Design rsa_word_collector, sky130hd; sources not shown.
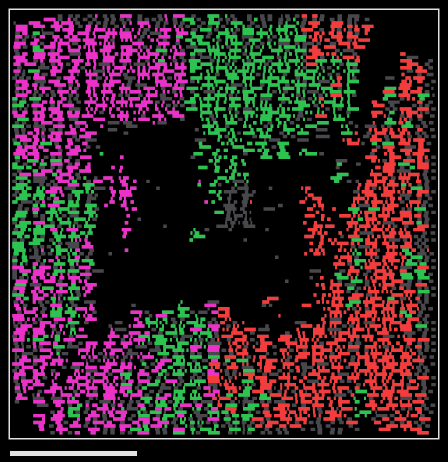
Figure 1: run 1, hierarchy map.
Bar = 100 um.
u_mod_loader: in green, cells 855, where widely spread. u_key_loader: in red, cells 873. u_msg_loader: in magenta, cells 789.
Another 1061 cells are not colored.
utilization after layout: 41.4%
Die Footprint: 114000 um^2

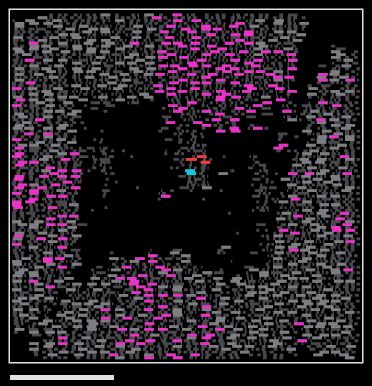
Figure 2: run 1, sequential cells grouped by signal name.
Bar = 100 um.
u_mod_loader/o_data: in magenta, sequential cells 256, where widely spread. r_op_sel: in cyan, sequential cells 2. r_word_cnt: in red, sequential cells 3.
Another 514 sequential cells are not colored.
total area of sequential cells: 19400 um^2
Power Sequential: 10.4 mW
flop share of the area: 42.3%

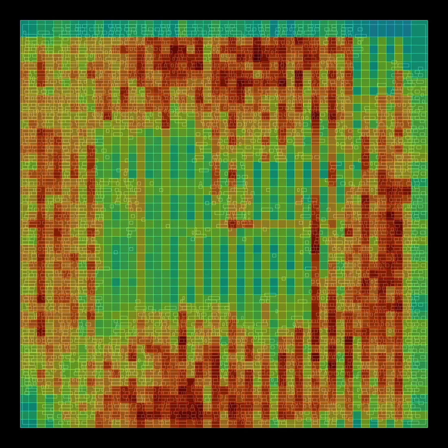
Figure 3: run 1, routing congestion map.
overall track demand over capacity in global routing: 28.3%
global-route track usage on met2: 46.4%
average routed wire per standard cell: 32.4 um
met1 track demand over resource in global routing: 32.9%

==> run notes <==
Implementation numbers.

- The stage-log warning count is 29.
- The mean post-synth cell area is approximately 12 um^2.
- The maximum clock rate is about 340 MHz.
- The fraction of power consumed by the clock network is between 30% and 40%.
- The count of cells along the worst register-to-register path reads 6.
- The total standard cell area after synthesis reads approximately 33000 um^2.
- The first-pass GRT wire length is between 200 and 250 mm.
- The number of rows created at floorplan is between 100 and 150.
- In the routed design, unresolved DRC markers number 0.
- The total CTS buffers reads 91.
- The transition time of the tightest slew-check pin is about 1.2 ns.
- Cell internal power was estimated by the tool at 18.0 mW.
- The top cell type in the final layout, fill and taps aside, is sky130_fd_sc_hd__clkdlybuf4s50_1.
- The sequential area share after synthesis reads approximately three fifths.
- The number of nets in the final layout is 3554.
- Per the post-synthesis report, the number of cells in the design is about 2700.
- The relative slew slack is between 10% and 20%.
- The number of antenna violations at the first check in global routing reads 18.
- The flow reports that combinational logic draws between 20% and 30% of the design power.
- The critical path in this run is classified as register to register.
- The maximum fanout count along the critical path reads 32.
- The global route total overflow is 0.
- The endpoint arrival time on the critical path reads roughly 3.5 ns.
- Dividing the final minimum period by the clock period gives between 80 and 90%.
- The final weighted congestion in routability-driven placement is about 0.79.
- The final-report setup violation count is 0.
- The area growth from synthesis to final layout is 41.1%.
- The overall via count from detail_route is roughly 27000.
- The buffer cell driving the clock tree root reads sky130_fd_sc_hd__clkbuf_16.
- STA reports a reg2reg setup slack of between 0.4 and 0.5 ns.
- The maximum root-to-sink buffer count reads 3.
- The required time at the worst endpoint is listed as around 4 ns.
- The floorplan core density is approximately 30%.
- The first TritonRoute pass finished after 5 iterations.
- The synth_stat.txt file lists the number of cells as 2682.
- The commonest register cell is sky130_fd_sc_hd__dfrtp_1.
- Max-slew check failures listed in the final report amount to 0.
- Yosys mapped the design onto about 53 distinct sky130hd cell types.
- Counting flops with a built-in enable in the synthesized netlist gives 0.
- The fraction of power spent switching nets reads approximately a third.
- Ranking logic cells in the layout by count gives the top entries 778 x sky130_fd_sc_hd__clkdlybuf4s50_1, 774 x sky130_fd_sc_hd__dfrtp_1, 342 x sky130_fd_sc_hd__o21ai_0.
- The total clock sinks reads about 780.
- The pin count of the biggest net entering global routing reads around 80.
- The number of cells traversed by the worst hold path is 3.
- In this run the VDD rail shows a maximum IR drop of 0.425 mV.
- The summed area of non-filler cells in the final layout is 45900 um^2.
- The number of synthesis warnings is 6.
- The half-perimeter wire length after placement is ~110 mm.
- The H-tree depth reported by CTS is 3.
- The clock skew after layout is roughly 0.029 ns.
- The critical path launch point type reads a register.
- Detailed placement reports a standard cell area of ~43000 um^2.
- The placeable core region is roughly 110000 um^2.
- The register bit count reported by yosys is around 780.
- Gates resized during post-CTS repair numbered 0.
- The layout summary lists the proportion of cells stronger than drive strength 1 as between 10% and 20%.
- The clock-pin slew of the registers on the worst-case setup and hold paths is about 0.070 ns.
- The horizontal die size reads roughly 340 um.
- The number of max-cap violations is 0.
- At floorplan, the net count of the design was reported as approximately 2700.
- The path class of the lowest-slack min-delay path reads primary input to register.
- The per-cell via count in the routed design is ~5.2.
- The minimum setup slack in the final design reads roughly 0.44 ns.
- The count of input and output buffers is between 800 and 900.
- The number of nets with antenna violations after routing reads 0.
- The leakage dissipation is roughly 21 nW.
- The CTS tree is yes.
- Looking at the power breakdown, sequential logic takes between 30% and 40% of the total.
- Setup repair after global routing left no endpoint under its margin.
- The initial DRC count is 1727.
- The number of global-route vias before repair reads 30000.
- The vertical die dimension is approximately 340 um.
- For reference, the final report shows the hold violation count at 0.
- Prior to clock tree synthesis, the placed netlist has a worst setup slack of -0.0977 ns.
- The async set or reset register ratio after synthesis reads 100%.
- The wire length recorded after detailed routing is 164 mm.
- The final critical path time including I/O delays and setup is 2.96 ns.
- The post-synthesis chip area from yosys is 32500 um^2.
- The clock insertion delay at the later pin of the skew report reads 0.69 ns.
- The run finished with clean final reports.
- The worst setup path is captured at a register.
- slightly above 800 I/O pins were placed.
- The power spent charging and discharging nets reads between 8 and 9 mW.
- Power comes to 26.3 mW.
- For this design the ratio of total power to cell area is between 500 and 600 nW/um^2.
run 1: metrics by stage:
| stage | hold slack, ns | setup TNS [ns] | cells | utilization (%) |
|---|---|---|---|---|
| final | 0.256 | 0 | 5071 | 41.4 |
| after global routing | 0.226 | 0 | 5066 | 41.4 |
| after CTS | 0.190 | 0 | 5066 | 41.4 |
| after detailed placement | 0.471 | -0.125 | 4900 | 38.6 |
| after global placement | 0.461 | 0 | 4900 | 38.6 |
| after floorplan | 0.214 | 0 | 2682 | - |
run 1: routing by layer:
| layer | vias up | track usage (%) | part of all wire (%) |
|---|---|---|---|
| met5 | - | 0 | 0.029 |
| met3 | 390 | 7.85 | 7.5 |
| li1 | 10800 | - | - |
| met2 | 1175 | 46.4 | 48 |
| met1 | 14100 | 32.9 | 38 |
| met4 | 8 | 17.1 | 6.5 |
run 1: final cells by class:
cell class	count	area, um^2
Sequential cell	775	19400
Tap cell	1488	1860
Clock inverter	31	389
Clock buffer	134	2710
Antenna cell	5	12.5
Timing Repair Buffer	933	9190
Multi-Input combinational cell	1556	11800
Fill cell	11200	65100
Inverter	149	559
run 1: critical path, cell delays in order (launching register included):
cell                      delay, ns
sky130_fd_sc_hd__dfrtp_4       0.48
sky130_fd_sc_hd__inv_1         0.08
sky130_fd_sc_hd__ha_1          0.22
sky130_fd_sc_hd__ha_1          0.39
sky130_fd_sc_hd__or3b_2        0.54
sky130_fd_sc_hd__or2_2         0.62
sky130_fd_sc_hd__o31ai_1       0.48
run 1: Yosys cell counts, types with 12 or more instances:
library cell,number,area [um^2]
sky130_fd_sc_hd__a21o_1,22,165
sky130_fd_sc_hd__and2_1,126,788
sky130_fd_sc_hd__and3_1,18,113
sky130_fd_sc_hd__buf_2,27,135
sky130_fd_sc_hd__clkbuf_1,148,556
sky130_fd_sc_hd__dfrtp_1,775,19400
sky130_fd_sc_hd__inv_1,149,559
sky130_fd_sc_hd__mux2_2,277,3120
sky130_fd_sc_hd__mux2_4,90,1350
sky130_fd_sc_hd__mux2i_1,134,1340
sky130_fd_sc_hd__nand2_1,274,1030
sky130_fd_sc_hd__nand4_1,24,150
sky130_fd_sc_hd__nor2_1,12,45.0
sky130_fd_sc_hd__o21ai_0,342,1710
sky130_fd_sc_hd__o31ai_1,121,908
run 1: logic make-up (layout without fill, tap and decap cells):
logic type | Yosys count | count (layout) | synth area share, %
adders and majority gates | 11 | 11 | 0.423
muxes | 502 | 502 | 17.9
other | 0 | 5 | 0
DFF | 775 | 775 | 59.6
AOI/OAI and AO/OA | 497 | 497 | 8.88
buffers and inverters | 351 | 1247 | 4.59
xor gates and xnor gates | 1 | 1 | 0.0269
and+or+nand+nor | 545 | 545 | 8.58
run 1: repair_timing:
action / in CTS / in global routing
endpoints found under the hold margin: 57 / 0
buffers inserted: 0 / 0
hold buffers: 1 / 0
run 1: power by group through the flow:
| stage | clock (mW) | sequential [mW] | combinational [mW] |
|---|---|---|---|
| after global routing | 10.8 | 10.5 | 5.90 |
| after CTS | 10.5 | 10.4 | 5.67 |
| after global placement | 0 | 10.5 | 5.43 |
| final | 10.2 | 10.4 | 5.65 |
| after floorplan | 0 | 11.3 | 1.63 |
| after detailed placement | 0 | 10.5 | 5.59 |
Power and IR drop assume default switching activity.
